<file path="src/rtl/eth_baser_blk_sync_pkg.sv">
// Shared types and constants for the multi-lane 10GBASE-R style block lock.
// Lock-state encoding, valid sync headers and counter widths used by every lane.
package eth_baser_blk_sync_pkg;

  typedef enum logic [2:0] {
    ST_RESET_CNT,
    ST_TEST_SH,
    ST_SLIP,
    ST_SLIP_WAIT,
    ST_LOCKED
  } lock_state_e;

  localparam logic [1:0] SH_DATA = 2'b01;
  localparam logic [1:0] SH_CTRL = 2'b10;

  localparam int unsigned SH_CNT_W     = 8;
  localparam int unsigned SLIP_CNT_W   = 8;
  localparam int unsigned BER_ERR_W    = 8;
  localparam int unsigned BER_TMR_W    = 16;
  localparam int unsigned BER_COUNT_W  = 6;
  localparam int unsigned WINDOW_BEATS = 64;

  function automatic logic sh_valid(input logic [1:0] hdr);
    return (hdr == SH_DATA) || (hdr == SH_CTRL);
  endfunction

endpackage

</file>
<file path="src/rtl/eth_baser_blk_sync_lane.sv">
// One receive lane: sync-header lock FSM, hi-BER monitor and saturating
// invalid-header counter.
module eth_baser_blk_sync_lane
  import eth_baser_blk_sync_pkg::*;
#(
  parameter int LOCK_CNT   = 64,
  parameter int UNLOCK_BAD = 16,
  parameter int SLIP_WAIT  = 32,
  parameter int BER_WINDOW = 19531,
  parameter int BER_THRESH = 16
) (
  input  logic                   clk,
  input  logic                   reset,
  input  logic                   rx_valid,
  input  logic [1:0]             rx_sync_hdr,
  input  logic                   ber_cnt_clr,
  output logic                   rx_blk_slip,
  output logic                   rx_blk_lock,
  output logic                   rx_hi_ber,
  output logic [BER_COUNT_W-1:0] ber_count
);

  localparam logic [SH_CNT_W-1:0]   LOCK_CNT_V  = SH_CNT_W'(LOCK_CNT);
  localparam logic [SH_CNT_W-1:0]   UNLOCK_V    = SH_CNT_W'(UNLOCK_BAD);
  localparam logic [SH_CNT_W-1:0]   WINDOW_V    = SH_CNT_W'(WINDOW_BEATS);
  localparam logic [SLIP_CNT_W-1:0] SLIP_WAIT_V = SLIP_CNT_W'(SLIP_WAIT);
  localparam logic [BER_TMR_W-1:0]  BER_LAST    = BER_TMR_W'(BER_WINDOW - 1);
  localparam logic [BER_ERR_W-1:0]  BER_TH      = BER_ERR_W'(BER_THRESH);

  lock_state_e           state_q, state_d;
  logic [SH_CNT_W-1:0]   sh_cnt_q, sh_cnt_d, sh_inc;
  logic [SH_CNT_W-1:0]   bad_cnt_q, bad_cnt_d, bad_inc;
  logic [SLIP_CNT_W-1:0] slip_cnt_q, slip_cnt_d, slip_inc;
  logic [BER_TMR_W-1:0]  ber_tmr_q;
  logic [BER_ERR_W-1:0]  ber_err_q;
  logic                  hi_ber_q;
  logic                  hdr_ok;
  logic                  beat_bad;
  logic                  lock;

  assign hdr_ok   = sh_valid(rx_sync_hdr);
  assign beat_bad = rx_valid && !hdr_ok;
  assign sh_inc   = sh_cnt_q + 1'b1;
  assign bad_inc  = bad_cnt_q + 1'b1;
  assign slip_inc = slip_cnt_q + 1'b1;
  assign lock     = (state_q == ST_LOCKED);

  always_ff @(posedge clk) begin
    if (reset) begin
      state_q    <= ST_RESET_CNT;
      sh_cnt_q   <= '0;
      bad_cnt_q  <= '0;
      slip_cnt_q <= '0;
    end else begin
      state_q    <= state_d;
      sh_cnt_q   <= sh_cnt_d;
      bad_cnt_q  <= bad_cnt_d;
      slip_cnt_q <= slip_cnt_d;
    end
  end

  always_comb begin
    state_d    = state_q;
    sh_cnt_d   = sh_cnt_q;
    bad_cnt_d  = bad_cnt_q;
    slip_cnt_d = slip_cnt_q;
    case (state_q)
      ST_RESET_CNT: begin
        sh_cnt_d  = '0;
        bad_cnt_d = '0;
        state_d   = ST_TEST_SH;
      end
      ST_TEST_SH: begin
        if (rx_valid) begin
          if (!hdr_ok) begin
            state_d = ST_SLIP;
          end else if (sh_inc == LOCK_CNT_V) begin
            state_d   = ST_LOCKED;
            sh_cnt_d  = '0;
            bad_cnt_d = '0;
          end else begin
            sh_cnt_d = sh_inc;
          end
        end
      end
      ST_SLIP: begin
        slip_cnt_d = '0;
        state_d    = ST_SLIP_WAIT;
      end
      ST_SLIP_WAIT: begin
        if (rx_valid) begin
          if (slip_inc == SLIP_WAIT_V) state_d = ST_RESET_CNT;
          else                         slip_cnt_d = slip_inc;
        end
      end
      ST_LOCKED: begin
        // Unlock is checked before window rollover so a final-beat error still drops lock.
        if (rx_valid) begin
          if (!hdr_ok && bad_inc == UNLOCK_V) begin
            state_d = ST_SLIP;
          end else if (sh_inc == WINDOW_V) begin
            sh_cnt_d  = '0;
            bad_cnt_d = '0;
          end else begin
            sh_cnt_d = sh_inc;
            if (!hdr_ok) bad_cnt_d = bad_inc;
          end
        end
      end
      default: state_d = ST_RESET_CNT;
    endcase
  end

  always_ff @(posedge clk) begin
    if (reset || !lock) begin
      ber_tmr_q <= '0;
      ber_err_q <= '0;
      hi_ber_q  <= 1'b0;
    end else if (ber_tmr_q == BER_LAST) begin
      // An error on the expiry cycle opens the next window's count.
      ber_tmr_q <= '0;
      ber_err_q <= BER_ERR_W'(beat_bad);
      if (ber_err_q < BER_TH) hi_ber_q <= 1'b0;
    end else begin
      ber_tmr_q <= ber_tmr_q + 1'b1;
      if (beat_bad && ber_err_q != BER_TH) begin
        ber_err_q <= ber_err_q + 1'b1;
        if (ber_err_q == BER_TH - 1'b1) hi_ber_q <= 1'b1;
      end
    end
  end

  always_ff @(posedge clk) begin
    if (reset) begin
      ber_count <= '0;
    end else if (ber_cnt_clr) begin
      ber_count <= BER_COUNT_W'(beat_bad);
    end else if (beat_bad && ber_count != '1) begin
      ber_count <= ber_count + 1'b1;
    end
  end

  assign rx_blk_slip = (state_q == ST_SLIP);
  assign rx_blk_lock = lock;
  assign rx_hi_ber   = hi_ber_q && lock;

endmodule

</file>
<file path="src/rtl/eth_baser_multilane_blk_sync.sv">
// Multi-lane 66b block synchroniser: NUM_LANES independent lane instances
// sharing only the clock and reset.
module eth_baser_multilane_blk_sync
  import eth_baser_blk_sync_pkg::*;
#(
  parameter int NUM_LANES  = 4,
  parameter int LOCK_CNT   = 64,
  parameter int UNLOCK_BAD = 16,
  parameter int SLIP_WAIT  = 32,
  parameter int BER_WINDOW = 19531,
  parameter int BER_THRESH = 16
) (
  input  logic                             clk,
  input  logic                             reset,
  input  logic [NUM_LANES-1:0]             rx_valid,
  input  logic [2*NUM_LANES-1:0]           rx_sync_hdr,
  input  logic [NUM_LANES-1:0]             ber_cnt_clr,
  output logic [NUM_LANES-1:0]             rx_blk_slip,
  output logic [NUM_LANES-1:0]             rx_blk_lock,
  output logic [NUM_LANES-1:0]             rx_hi_ber,
  output logic [BER_COUNT_W*NUM_LANES-1:0] ber_count
);

  for (genvar n = 0; n < NUM_LANES; n++) begin : g_lane
    eth_baser_blk_sync_lane #(
      .LOCK_CNT   (LOCK_CNT),
      .UNLOCK_BAD (UNLOCK_BAD),
      .SLIP_WAIT  (SLIP_WAIT),
      .BER_WINDOW (BER_WINDOW),
      .BER_THRESH (BER_THRESH)
    ) u_lane (
      .clk         (clk),
      .reset       (reset),
      .rx_valid    (rx_valid[n]),
      .rx_sync_hdr (rx_sync_hdr[2*n +: 2]),
      .ber_cnt_clr (ber_cnt_clr[n]),
      .rx_blk_slip (rx_blk_slip[n]),
      .rx_blk_lock (rx_blk_lock[n]),
      .rx_hi_ber   (rx_hi_ber[n]),
      .ber_count   (ber_count[BER_COUNT_W*n +: BER_COUNT_W])
    );
  end

endmodule
</file>
<file path="config.mk">
export PLATFORM = sky130hd
export DESIGN_NAME = eth_baser_multilane_blk_sync
export DESIGN_NICKNAME = d
export VERILOG_FILES = /design/src/rtl/eth_baser_blk_sync_pkg.sv /design/src/rtl/eth_baser_blk_sync_lane.sv /design/src/rtl/eth_baser_multilane_blk_sync.sv
export SDC_FILE = /design/constraint.sdc
export NUM_CORES = 1
export LEC_CHECK = 0
export ABC_AREA = 1
export CELL_PAD_IN_SITES_DETAIL_PLACEMENT = 1
export CELL_PAD_IN_SITES_GLOBAL_PLACEMENT = 2
export CORE_ASPECT_RATIO = 2
export CORE_MARGIN = 2
export CORE_UTILIZATION = 32
export CTS_BUF_LIST = sky130_fd_sc_hd__clkbuf_8
export DETAILED_ROUTE_END_ITERATION = 8
export PLACE_DENSITY = 0.76
export REMOVE_ABC_BUFFERS = 1
export SYNTH_ARGS = -nofsm -noshare
export SYNTH_HDL_FRONTEND = slang
export SYNTH_SLANG_ARGS = --single-unit
</file>
<file path="constraint.sdc">
create_clock -name clk -period 1.8 [get_ports clk]
set_input_delay 0.45 -clock clk [delete_from_list [all_inputs] [get_ports clk]]
set_output_delay 0.45 -clock clk [all_outputs]
set_load 0.02 [all_outputs]
</file>
**Register map, names as in the netlist**

Bar = 50 um.
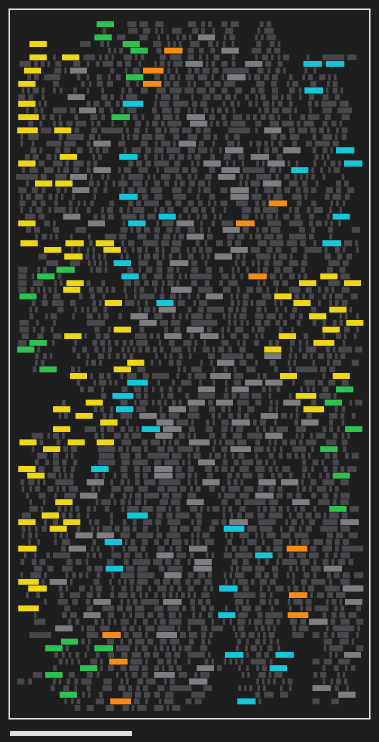
- green: g_lane.u_lane.ber_count (flops 24; where spread over the die)
- orange: g_lane.u_lane.state_q (flops 12)
- cyan: g_lane.u_lane.bad_cnt_q (flops 32)
- yellow: g_lane.u_lane.ber_tmr_q (flops 64)
- not coloured: 100

**Nets reached from selected ports**

Bar = 50 um.
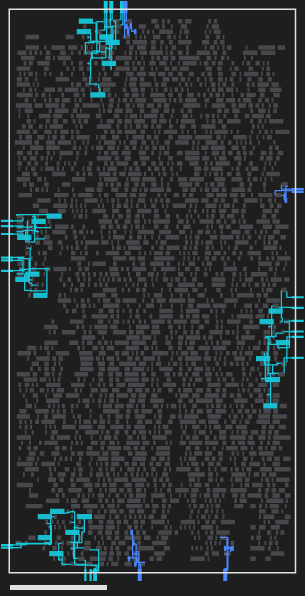
- blue: rx_sync_hdr (direction input; end cells 12; buffers 8; wire 175 um)
- cyan: ber_count (direction output; end cells 24; buffers 24; wire 984 um)
I/O pin count: 54
number of input and output port buffers inserted: 53

**Routing congestion**

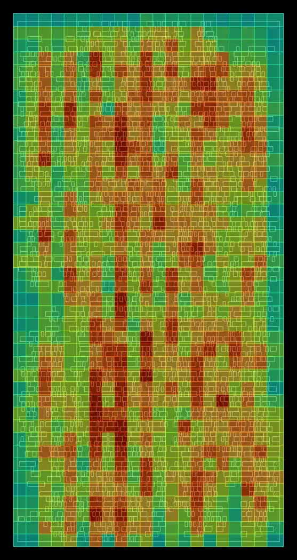
met1 Use GR: 18.4%
met2 global-route usage: 43.7%
most used routing layer: met2
GR Layer Usage met3: 2.47%

**Logic cells by family**

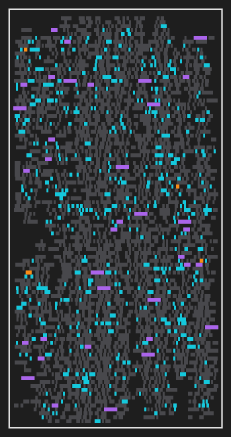
- purple: adder and majority cells (cells 36; where spread over the die)
- cyan: NOR gates (cells 429; where spread over the die)
- orange: AND and OR gates (cells 4)

==> notes.md <==
- result of the run: finished, violations left
- violated checks: setup timing
- Avg Cell Area, Syn: 6.54 sq um
- number of cells traversed by the worst hold path: 2
- total of fill cells in the finished design: 5,013
- deepest level of the CTS H-tree: 2
- part of the Yosys area used for sequential elements: 35.5%
- vias per cell: 4.92
- Critical Path Sink Type: register
- final period demand of the worst path: 2010 ps
- dominant non-sequential cell family after synthesis: simple AND/OR/NAND/NOR gates
- y dimension of the die: 290 um
- Overall Global Routing Usage: 20.2%
- cell area after placement: 16,100 sq um
- Most common cell on crit path: nand2_2
- max FFs per register: 64
- area inside the core boundary: 40,300 sq um
- Post-synth EDFFs: 0
- final tally of max-slew violations: 0
- setup repair after global routing missed its margin: yes
- number of placed instances, taps included: 2,811
- worst relative slew slack: 69.5%
- layout cell share with drive strength beyond 1: 44.9%
- startpoint of the most critical hold path: reset
- initial core utilization: 32.4%
- Synth Warn #: 0
- Crit Path Class: reg -> reg
- instance count on the critical path: 14
- sequential cell area: 4800 sq um
- Worst-Margin Slew: 458 ps
- most frequent cells in the layout: 319 x buf_4, 284 x nand2_1, 233 x inv_1, 225 x nor2_1, 156 x dfxtp_1
- clock transition at the register clock pins on the worst setup and hold paths after CTS: 60 ps
- final antenna diode count: 1
- Clock Sink Count: 232
- critical path's slowest cell: dfxtp_4
- Tightest Hold Check Type: in -> reg
- area of the die: 42,600 sq um
- number of tap instances: 530
- endpoint with the worst hold slack: g_lane[3].u_lane.bad_cnt_q[7]
- number of non-clock buffers in the layout: 450
- layout sequential cell count: 232
- Req. time, crit path: 2300 ps
- number of cells in the yosys synthesis report: 2,002
- largest net degree at the start of global routing: 34
- multi-input gates: 1,442
- Clock Network Area Fraction: 4.15%
- OpenROAD warning count: 39
- Row Count: 104
- YS chip area: 13,100 sq um
- RR Endpoint: g_lane[3].u_lane.bad_cnt_q[0]
- hold slack: 324 ps
- clock skew: 20.9 ps
- cell group occupying the most layout area: multi-input combinational cells
- final global-route overflow total: 0
- Post-route DRC: 0
- number of buffers added by the clock tree synthesis step: 40
- worst-case register-to-register setup slack: -210 ps
- parity-gate share of the synthesized area counting xor and xnor cells: 1.27%
- initial drt markers: 309
- startpoint of the most critical setup path: g_lane[3].u_lane.bad_cnt_q[3]
- portion of the clock cycle consumed by the worst path in the final layout: 112%
- via count: 14,822
- CTS tree: yes
- net total in the final layout: 2,508
- invs w/o clock: 288
- total wire length: 46.5 mm
- clock root cell: clkbuf_8
- Yosys reg bits: 232
- simple logic cell fraction of the synthesized area: 36.7%
- area of the mapped netlist: 13,100 sq um
- arrival time reported for the critical path endpoint: 2500 ps
- number of endpoints failing setup at the final stage: 67
- largest stage delay on the critical path: 390 ps
- pre-CTS setup slack: -590 ps
- Data buffer area share: 19.0%
- clk latency late pin: 580 ps
- most common library cell in the layout ignoring fill and taps: buf_4
- gate count after technology mapping: 2,002
- post-route total power: 25,500 uW
- fraction of area in multi-input gates: 45.1%
- final-report hold violation count: 0
- Most flops, register: g_lane.u_lane.ber_tmr_q
- R2R Path Start: g_lane[3].u_lane.bad_cnt_q[3]
- Yosys cell types: 44
- final critical-path setup slack: -209 ps
- maximum capacitance violations: 0
- synthesis-to-layout area growth: 59.0%
- adder-cell share of the synthesized area: 3.44%
- RePlAce Congestion: 0.793
## repair_timing
action | 4_1_cts | 5_1_grt
hold buffers | 0 | 0
setup endpoints to repair | 144 | 200
resized | 415 | 531
buffers inserted | 69 | 67
gates cloned | 4 | 2
pin swaps | 116 | 211
## power breakdown
part	internal, uW	switching (uW)	total (uW)
Clock	2890	2390	5280
Combinational	6060	7330	13400
Sequential	5970	836	6800
Total	14900	10600	25500
## metal layers
layer	part of all wire (%)	global-route usage, %	wire (um)	up-vias
met2	60	43.7	28000	153
met3	2.0	2.47	920	99
met1	35	18.4	16100	7208
met4	3.0	6.92	1410	0
li1	-	-	-	7362
met5	0	0	0	-
No activity file was given, so power comes from the tool's default toggle rates.
